===== src/rtl/jk_excitation_driver.sv =====
// Drives J/K from a FIFO of desired next-Q bits using the JK excitation table,
// then checks the flip-flop's Q one cycle later and counts mismatches.
module jk_excitation_driver #(
  parameter int DEPTH   = 8,
  parameter int CNT_W   = 8,
  parameter int DC_MODE = 0
) (
  input  logic                     clk,
  input  logic                     rst,
  input  logic                     tgt_valid,
  input  logic                     tgt_bit,
  output logic                     tgt_ready,
  input  logic                     start,
  input  logic                     clr_err,
  input  logic                     q_obs,
  output logic                     j,
  output logic                     k,
  output logic                     busy,
  output logic                     done,
  output logic [CNT_W-1:0]         err_cnt,
  output logic                     err_flag,
  output logic [$clog2(DEPTH):0]   level
);
  localparam int AW = $clog2(DEPTH);
  localparam int LW = AW + 1;
  localparam logic DC = DC_MODE[0];

  typedef enum logic [1:0] {IDLE, DRIVE, CHECK} state_t;

  state_t           state_q, state_d;
  logic [DEPTH-1:0] mem_q, mem_d;
  logic [AW-1:0]    wr_ptr_q, wr_ptr_d, rd_ptr_q, rd_ptr_d;
  logic [LW-1:0]    level_q, level_d;
  logic             j_q, j_d, k_q, k_d, done_q, done_d;
  logic [CNT_W-1:0] err_cnt_q, err_cnt_d;
  logic             err_flag_q, err_flag_d;
  logic             model_q_q, model_q_d, exp_q, exp_d;
  logic             push, pop, head;

  // {j,k} needed to move Q from mq to e; the unused input takes DC.
  function automatic logic [1:0] excite(input logic mq, input logic e);
    if (!mq) return {e, DC};
    return {DC, ~e};
  endfunction

  assign tgt_ready = (level_q != LW'(DEPTH));
  assign push      = tgt_valid && tgt_ready;
  assign head      = mem_q[rd_ptr_q];

  always_comb begin
    state_d    = state_q;
    mem_d      = mem_q;
    wr_ptr_d   = wr_ptr_q;
    rd_ptr_d   = rd_ptr_q;
    j_d        = 1'b0;
    k_d        = 1'b0;
    done_d     = 1'b0;
    err_cnt_d  = err_cnt_q;
    err_flag_d = err_flag_q;
    model_q_d  = model_q_q;
    exp_d      = exp_q;
    pop        = 1'b0;

    case (state_q)
      IDLE: begin
        if (clr_err) begin
          err_cnt_d  = '0;
          err_flag_d = 1'b0;
        end
        if (start && level_q != '0) begin
          pop        = 1'b1;
          exp_d      = head;
          {j_d, k_d} = excite(model_q_q, head);
          state_d    = DRIVE;
        end
      end
      DRIVE: state_d = CHECK;
      CHECK: begin
        if (q_obs != exp_q) begin
          err_flag_d = 1'b1;
          if (err_cnt_q != {CNT_W{1'b1}}) err_cnt_d = err_cnt_q + 1'b1;
        end
        model_q_d = exp_q;
        if (level_q != '0) begin
          pop        = 1'b1;
          exp_d      = head;
          {j_d, k_d} = excite(exp_q, head);
          state_d    = DRIVE;
        end else begin
          done_d  = 1'b1;
          state_d = IDLE;
        end
      end
      default: state_d = IDLE;
    endcase

    if (push) begin
      mem_d[wr_ptr_q] = tgt_bit;
      wr_ptr_d        = wr_ptr_q + 1'b1;
    end
    if (pop) rd_ptr_d = rd_ptr_q + 1'b1;
    level_d = level_q + LW'(push) - LW'(pop);
  end

  always_ff @(posedge clk) begin
    if (rst) begin
      state_q    <= IDLE;
      mem_q      <= '0;
      wr_ptr_q   <= '0;
      rd_ptr_q   <= '0;
      level_q    <= '0;
      j_q        <= 1'b0;
      k_q        <= 1'b0;
      done_q     <= 1'b0;
      err_cnt_q  <= '0;
      err_flag_q <= 1'b0;
      model_q_q  <= 1'b0;
      exp_q      <= 1'b0;
    end else begin
      state_q    <= state_d;
      mem_q      <= mem_d;
      wr_ptr_q   <= wr_ptr_d;
      rd_ptr_q   <= rd_ptr_d;
      level_q    <= level_d;
      j_q        <= j_d;
      k_q        <= k_d;
      done_q     <= done_d;
      err_cnt_q  <= err_cnt_d;
      err_flag_q <= err_flag_d;
      model_q_q  <= model_q_d;
      exp_q      <= exp_d;
    end
  end

  assign j        = j_q;
  assign k        = k_q;
  assign busy     = (state_q != IDLE);
  assign done     = done_q;
  assign err_cnt  = err_cnt_q;
  assign err_flag = err_flag_q;
  assign level    = level_q;
endmodule


===== config.mk =====
export PLATFORM = sky130hd
export DESIGN_NAME = jk_excitation_driver
export DESIGN_NICKNAME = d
export VERILOG_FILES = /design/src/rtl/jk_excitation_driver.sv
export SDC_FILE = /design/constraint.sdc
export NUM_CORES = 1
export LEC_CHECK = 0
export CAP_MARGIN = 10
export CORE_ASPECT_RATIO = 1.2
export CORE_MARGIN = 3
export CORE_UTILIZATION = 53
export CTS_CLUSTER_DIAMETER = 50
export DETAILED_ROUTE_END_ITERATION = 16
export PLACE_DENSITY_LB_ADDON = 0.08
export SLEW_MARGIN = 20
export SYNTH_ARGS = -nofsm -noshare
export SYNTH_HDL_FRONTEND = slang
export SYNTH_SLANG_ARGS = --single-unit

===== constraint.sdc =====
create_clock -name clk -period 3.31 [get_ports clk]
set_input_delay 0.4965 -clock clk [delete_from_list [all_inputs] [get_ports clk]]
set_output_delay 0.4965 -clock clk [all_outputs]
set_load 0.1 [all_outputs]

==> ci_impl_report.md, run 1 <==
### Yosys + OpenROAD results

| Metric | Value |
|---|---|
| Die height | 67.8 um |
| RR Startpoint | level[2] |
| Layout cell share with drive strength beyond 1 | 11.5% |
| Ant. Diodes | 0 |
| CTS tree | yes |
| Post-CTS Hold Fix Bufs | 0 |
| Hold Path Stages | 2 |
| Via-to-Cell Ratio | 5.61 |
| Final hold vios | 0 |
| Synth Area per Inst | approximately 9 um2 |
| Die ar. | 3890 um2 |
| Setup slack after layout | 0.785 ns |
| Final GP Congestion | 0.845 |
| Synth Register Bits | 34 |
| Final setup TNS | 0 ns |
| Port bufs | 24 |
| Post-Syn Instances | between 150 and 200 |
| 1st-iter DRT viols | 68 |
| ANT nets after route | 0 |
| Post_cts resized | 0 |
| Syn Nets | 209 |
| DR WL/cell | 13.1 um |
| Worst rel slew slack | 35.2% |
| Hold EP | mem_q[2] |
| Top logic cells by instance count in the layout | dfxtp_1 (32), nor2_1 (27), clkdlybuf4s50_1 (21) |
| Post-synth seq share | between 40 and 50% |
| Drt first pass iters | 4 |
| Final instance area | 2050 um2 |
| RSZ-0062 raised after global routing | no |
| WL final | roughly 3.3 mm |
| Worst hold-check path type | reg -> reg |
| Syn Std Cell Area | around 1700 um2 |
| Reg2reg path depth | 11 |
| Minimum clock period | approximately 2.5 ns |
| Final setup violation count | 0 |
| Initial antenna violation count | 0 |
| Crit. End Element | flop |
| R2r setup slk | 0.78 ns |
| MaxCap Viol Count | 0 |
| Most Frequent Cell on Critical Path | ha_1 |
| Setup Skew | 0.0209 ns |
| Initial Utilization | 57.7% |
| FF-to-FF End | level[3] |
| Lkg Pwr | 0.778 nW |
| Vias in the first global route | 1271 |
| Max frequency | 396 MHz |
| Largest net degree at the start of global routing | 16 |
| Crit Path Max Fanout | 5 |
| Worst Tran Pin Value | 0.969 ns |
| Max-slew violation count | 0 |
| Die width | between 50 and 60 um |
| Yosys warning tally | 0 |
| Crit-path slowest cell | nor3_2 |
| Post CTS Setup Buffer Count | 0 |
| Placement Rows | 21 |
| Grt ovf | 0 |
| CTS Sinks | 34 |
| Fillers | 222 |
| Number of enable flip-flop cells | 0 |
| Hpwl dp | 2.44 mm |
| CTS H-tree depth | 2 |
| Late-Pin Clk Latency | about 0.35 ns |
| Num CTS Buffers | 5 |
| CP max stage delay | roughly 0.4 ns |
| Placed Area | 1940 um2 |
| Placed Cells | 243 |
| CP Cell Sequence | inv_1, ha_1, nor3b_1, nor3_2, ha_1, inv_1, ha_1, a21o_1, a21oi_1, xnor2_1, nor2_1 |
| Worst Path Arrival | roughly 2.8 ns |
| Worst IR drop on VDD | 0.000701 V |
| Yosys Chip Area | 1680 um2 |
| I/O pin total | 25 |
| Pre-CTS setup slack | around 0.56 ns |
| Tool Warnings | 27 |
| HP Start | mem_q[2] |
| Crit path DRT | roughly 3.6 ns |
| Status | completed |
| Logic area | roughly 940 um2 |
| Startpoint Class | flop |
| Yosys cell count | 192 |
| Post-synth cell types | 42 |
| Core footprint | 2920 um2 |
| Post-synth ARST share | 0% |
| Power per cell area | 737 nW/um2 |
| Top cell excl fill/tap | dfxtp_1 |
| Clock root cell | clkbuf_4 |
| Global-route wire length before repair | ~5.6 mm |
| Period utilisation layout | 76.3% |
| Clk buf depth | 2 |
| Layout area overhead | 21.6% |
| Worst-path clk slew | 0.13 ns |
| Via count | 1409 |
| DRC | 0 |
| # nets final | 233 |
| Critical path class | reg -> reg |
| Ys flop type | dfxtp_1 |
## run 1: layout make-up
| class | instances | area share [%] |
|---|---|---|
| clock inverter | 3 | 3.36 |
| sequential | 34 | 33.4 |
| timing repair buffer | 26 | 12.1 |
| multi-input combinational | 141 | 45.8 |
| inverter | 8 | 1.47 |
| clock buffer | 5 | 1.83 |
| tap | 34 | 2.08 |
## run 1: registers in the layout, summed over array words and instances, names as in the netlist
register / cells
done: 1
err_cnt: 8
err_flag: 1
exp_q: 1
j: 1
k: 1
level: 4
mem_q: 8
model_q_q: 1
rd_ptr_q: 3
state_q: 2
wr_ptr_q: 3
## run 1: critical path: cells and delay by family, from the launching register on
| kind | cells | cell delay [ns] |
|---|---|---|
| adders and majority gates | 3 | 0.79 |
| DFF | 1 | 0.36 |
| buffers and inverters | 2 | 0.13 |
| AOI/OAI and AO/OA | 2 | 0.35 |
| xor gates and xnor gates | 1 | 0.14 |
| and+or+nand+nor | 3 | 0.63 |
## run 1: cells by family after synthesis
| logic type | after synthesis | share of synthesized area (%) |
|---|---|---|
| adders and majority gates | 10 | 7.88 |
| buffers and inverters | 17 | 3.86 |
| and+or+nand+nor | 84 | 25.3 |
| DFF | 34 | 40.4 |
| muxes | 13 | 9.29 |
| xor gates and xnor gates | 6 | 3.12 |
| AOI/OAI and AO/OA | 28 | 10.2 |
## run 1: layer usage
metal	track usage (%)	vias up	wire, um
met1	21.6	657	1430
met3	4.78	5	154
li1	-	712	-
met5	0	-	0
met4	10.1	0	70
met2	32.3	35	1620
## run 1: how the worst max path moves through the flow
stage | endpoint | slack [ns] | from
after floorplan | level[2] | 0.12 | level[1]
after detailed placement | level[2] | 0.56 | start
after CTS | level[2] | 0.77 | level[2]
after global placement | level[2] | 0.67 | start
after global routing | level[3] | 0.63 | level[2]
final | level[3] | 0.78 | level[2]
## run 1: synth_stat cells, drive strengths merged (3+ instances only)
library cell  count  area share (%)
inv               8             1.8
a21oi            10             3.0
nand2            18             4.0
o21ai            10             3.0
nor3b             7             3.1
nor3              5             1.8
nand3            10             3.3
nor2             27             6.0
ha                9             6.7
xor2              3             1.6
dfxtp            34              40
xnor2             3             1.6
clkbuf            7             1.6
mux2i            10             5.9
## run 1: where the power goes
part,internal [mW],leakage (nW),total (mW),switching [mW]
sequential,0.458,0.277,0.516,0.0586
combinational,0.205,0.446,0.604,0.399
clock,0.236,0.0554,0.390,0.154
## run 1: through the flow
| step | hold WS [ns] | power (mW) |
|---|---|---|
| CTS | 0.495 | 1.53 |
| global route | 0.528 | 1.60 |
| finish | 0.502 | 1.51 |
| detailed placement | 0.480 | 1.13 |
| floorplan | 0.451 | 1.00 |
| global placement | 0.471 | 1.11 |
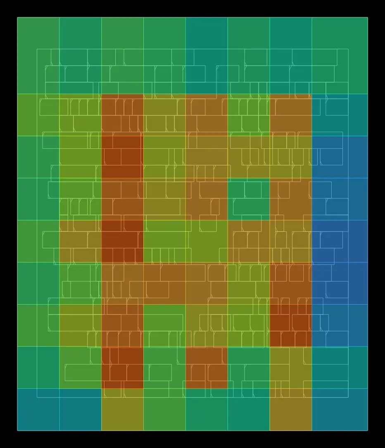
*Congestion heat map, run 1*
gr busiest metal: met2
met2 usage: 32.3%
Final Util: 70.2%
GRT Overall Usage: 18.9%
GRT met1 Usage: 21.6%

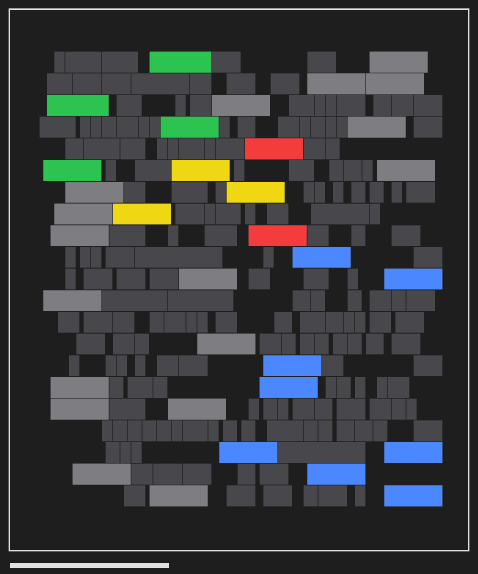
*Sequential cells colored by netlist name, run 1*
The bar under the picture is 20 um long. Other sequential cells in the stronger gray, the rest of the logic in the fainter gray.
Red stands for state_q, flops 2. Blue stands for err_cnt, flops 8. Yellow stands for rd_ptr_q, flops 3. Green stands for level, flops 4, where upper left.
Another 17 sequential cells are not colored.
Flop area: 683 um2
flop share of the area: 33.4%

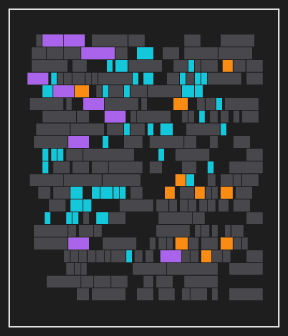
*Gate families picked out, run 1*
Cyan stands for nor cells, cells 41, most used nor2_1. Purple stands for fa/ha/maj cells, cells 10, most used ha_1. Orange stands for and/or cells, cells 10.
Post-Layout Cell Count: 251
combinational share of cell area: 45.8%

==> run 2: changes to the inputs <==
--- a/config.mk
+++ b/config.mk
@@ -8,7 +8,7 @@
 export CAP_MARGIN = 10
 export CORE_ASPECT_RATIO = 1.2
 export CORE_MARGIN = 3
-export CORE_UTILIZATION = 53
+export CORE_UTILIZATION = 48
 export CTS_CLUSTER_DIAMETER = 50
 export DETAILED_ROUTE_END_ITERATION = 16
 export PLACE_DENSITY_LB_ADDON = 0.08
==> constraint.sdc (replaced) <==
create_clock -name clk -period 2.02 [get_ports clk]
set_input_delay 0.303 -clock clk [delete_from_list [all_inputs] [get_ports clk]]
set_output_delay 0.303 -clock clk [all_outputs]
set_load 0.1 [all_outputs]
==> run 2 against run 1 <==
The flow now finishes with violations (setup timing). Non-clock buffer count is 11 higher. Combinational power up 100%. Sequential power grew 64%. Highest routed layer unchanged.
==> ci_impl_report.md, run 2 <==
### Yosys + OpenROAD results

| Metric | Value |
|---|---|
| Register share of total power | 34.7% (+0.5 points) |
| Worst Tran Pin Value | 0.437 ns (-0.532 ns) |
| Setup slack after layout | -0.0656 ns (-0.850 ns) |
| DRC | 0 (unchanged) |
| WL final | 3.36 mm (+2.6%) |
| Core footprint | 3220 um2 (+10%) |
| Layout cell share with drive strength beyond 1 | 32.3% (+21 points) |
| Vias in the first global route | 1412 (+11%) |
| Grt ovf | 0 (unchanged) |
| Worst Path Arrival | 2.30 ns (-0.47 ns) |
| Yosys Chip Area | 1680 um2 (unchanged) |
| Number of enable flip-flop cells | 0 (unchanged) |
| Crit. End Element | flop |
| Synth Area per Inst | 8.77 um2 (unchanged) |
| Critical path buffer and inverter count | 3 (+1) |
| Initial antenna violation count | 0 (unchanged) |
| CP Cell Sequence | inv_4, ha_4, or3b_4, nand2_4, ha_4, inv_2, ha_4, inv_2, fa_2, nor2_1 |
| Minimum clock period | 2.09 ns (-0.440 ns) |
| Startpoint Class | flop |
| Fillers | 269 (+21%) |
| Placement Rows | 22 (+4.8%) |
| CTS Sinks | 34 (unchanged) |
| Ys flop type | dfxtp_1 |
| Power per cell area | 1120 nW/um2 (+52%) |
| ANT nets after route | 0 (unchanged) |
| CP max stage delay | 0.50 ns (+0.09 ns) |
| CTS H-tree depth | 2 (unchanged) |
| Worst rel slew slack | 70.9% (+36 points) |
| Clock group share of total power | 15.2% (-11 points) |
| Critical path class | reg -> reg |
| Status | finished with violations |
| Yosys warning tally | 0 (unchanged) |
| Failing checks | setup timing |
| Yosys cell count | 192 (unchanged) |
| Hpwl dp | 2.45 mm (+0.50%) |
| Global-route wire length before repair | 6.04 mm (+7.6%) |
| Syn Std Cell Area | 1680 um2 (unchanged) |
| Worst hold margin | 0.487 ns (-0.0144 ns) |
| Worst IR drop on VDD | 0.000832 V (+19%) |
| NetSw | 1.04 mW (+71%) |
| Largest net degree at the start of global routing | 28 (+12) |
| Combinational share of power | 50.1% (+10 points) |
| MaxCap Viol Count | 0 (unchanged) |
| Final GP Congestion | 0.832 (-1.6%) |
| Die ar. | 4260 um2 (+9.4%) |
| RSZ-0062 raised after global routing | yes |
| Post-synth seq share | 40.4% (unchanged) |
| Crit-path slowest cell | fa_2 |
| Final setup violation count | 2 (+2) |
| Post-CTS Hold Fix Bufs | 0 (unchanged) |
| Placed Area | 2110 um2 (+8.6%) |
| Period utilisation layout | 103% (+27 points) |
| Crit path DRT | 2.23 ns (-1.32 ns) |
| Initial Utilization | 52.3% (-5.5 points) |
| Top logic cells by instance count in the layout | buf_4 (29), nor2_1 (27), dfxtp_1 (22) |
| 1st-iter DRT viols | 70 (+2.9%) |
| Top cell excl fill/tap | buf_4 |
| Final hold vios | 0 (unchanged) |
| Tool Warnings | 30 (+11%) |
| Clk buf depth | 2 (unchanged) |
| Post-synth top cells | dfxtp_1 (34), nor2_1 (27), nand2_1 (18) |
| Late-Pin Clk Latency | 0.34 ns (about the same) |
| Num CTS Buffers | 5 (unchanged) |
| Syn Nets | 209 (unchanged) |
| Clock root cell | clkbuf_4 |
| Die height | 70.9 um (+4.6%) |
| Die width | 60.1 um (+4.5%) |
| Final instance area | 2180 um2 (+6.5%) |
| Post-synth ARST share | 0% (unchanged) |
run 2: cell count changes in the layout (fill, tap and decap cells not counted), moves of 6 or more:
cell             before  now
clkdlybuf4s50_1      21    6
dfxtp_2               2    8
dfxtp_1              32   22
buf_4                 5   29
run 2: kinds of logic after synthesis:
group	after synthesis	share of synthesized area (%)
buf+inv	17	3.86
compound gates	28	10.2
mux	13	9.29
simple gates	84	25.3
flops	34	40.4
xor+xnor	6	3.12
fa+ha+maj	10	7.88
run 2: timing repair:
action,in CTS,in global routing
cloned,0,0
buffers inserted,1,0
hold endpoints to repair,0,0
setup endpoints to repair,3,3
gates resized,2,0
run 2: area by class of cell:
type	instances	area share, %
multi-input cells	141	47.2
inverters	8	1.49
flip-flops and latches	34	32.4
well taps	36	2.07
clock buffers	6	2.35
repair buffers	37	14.6
run 2: per-layer routing:
| layer | global-route usage, % | up-vias | wire (um) |
|---|---|---|---|
| met2 | 30.2 | 30 | 1710 |
| met4 | 6.40 | 0 | 21 |
| met5 | 0 | - | 0 |
| met3 | 6.39 | 2 | 170 |
| li1 | - | 732 | - |
| met1 | 21.5 | 664 | 1460 |
run 2: worst min-delay path, stage by stage (launching register included):
cell	delay, ns
dfxtp_1	0.32
o21ai_0	0.07
a21oi_1	0.06
run 2: worst paths after layout:
path              startpoint  endpoint  slack (ns)  cells after the start
setup / recovery    level[2]  level[1]       -0.07                     10
hold / removal      mem_q[7]  mem_q[7]        0.49                      2
setup reg to reg    level[2]  level[1]       -0.07                     10
hold reg to reg     mem_q[7]  mem_q[7]        0.49                      2
run 2: through the flow:
stage | std cells | setup slack [ns] | setup TNS (ns)
2_1_floorplan | 192 | -0.407 | -1.12
3_3_place_gp | 255 | -0.193 | -0.496
3_5_place_dp | 255 | -0.226 | -0.605
4_1_cts | 262 | -0.0795 | -0.108
5_1_grt | 262 | -0.150 | -0.354
6_report | 262 | -0.0656 | -0.0772
run 2: power groups by stage:
stage / Clock, mW / Combinational (mW) / Sequential [mW]
after floorplan: 0 / 0.700 / 1.09
after global placement: 0 / 1.19 / 0.862
after detailed placement: 0 / 1.20 / 0.864
after CTS: 0.391 / 1.23 / 0.850
after global routing: 0.423 / 1.35 / 0.867
final: 0.372 / 1.23 / 0.848
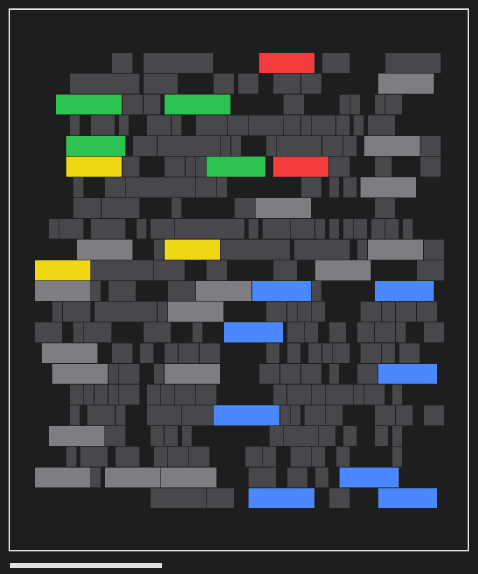
*Sequential cells colored by netlist name, run 2*
The bar under the picture is 20 um long. Other sequential cells in the stronger gray, the rest of the logic in the fainter gray.
Final Util: 67.7%
flop share of the area: 32.4%
sequential power: 0.848 mW
Flop area: 706 um2

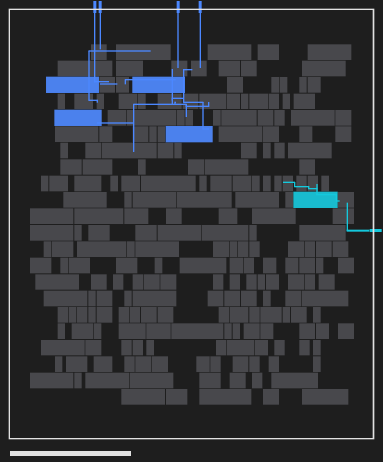
*I/O nets highlighted, run 2*
The bar under the picture is 20 um long.
Cyan stands for err_flag, bits 1, direction output, edge right, end cells 1, buffers 1, wire 21.0 um. Blue stands for level, bits 4, direction output, edge top, end cells 4, buffers 4, wire 123 um.
port bufs: 24
I/O pin total: 25

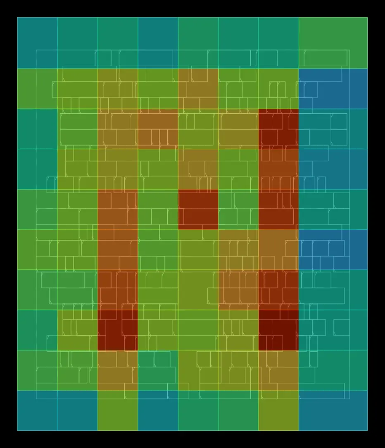
*Congestion heat map, run 2*
met3 Usage GRT: 6.39%
met2 usage: 30.2%
GRT met1 Usage: 21.5%
DR WL/cell: 12.8 um
GRT Overall Usage: 18.3%

Power and IR drop assume default switching activity.
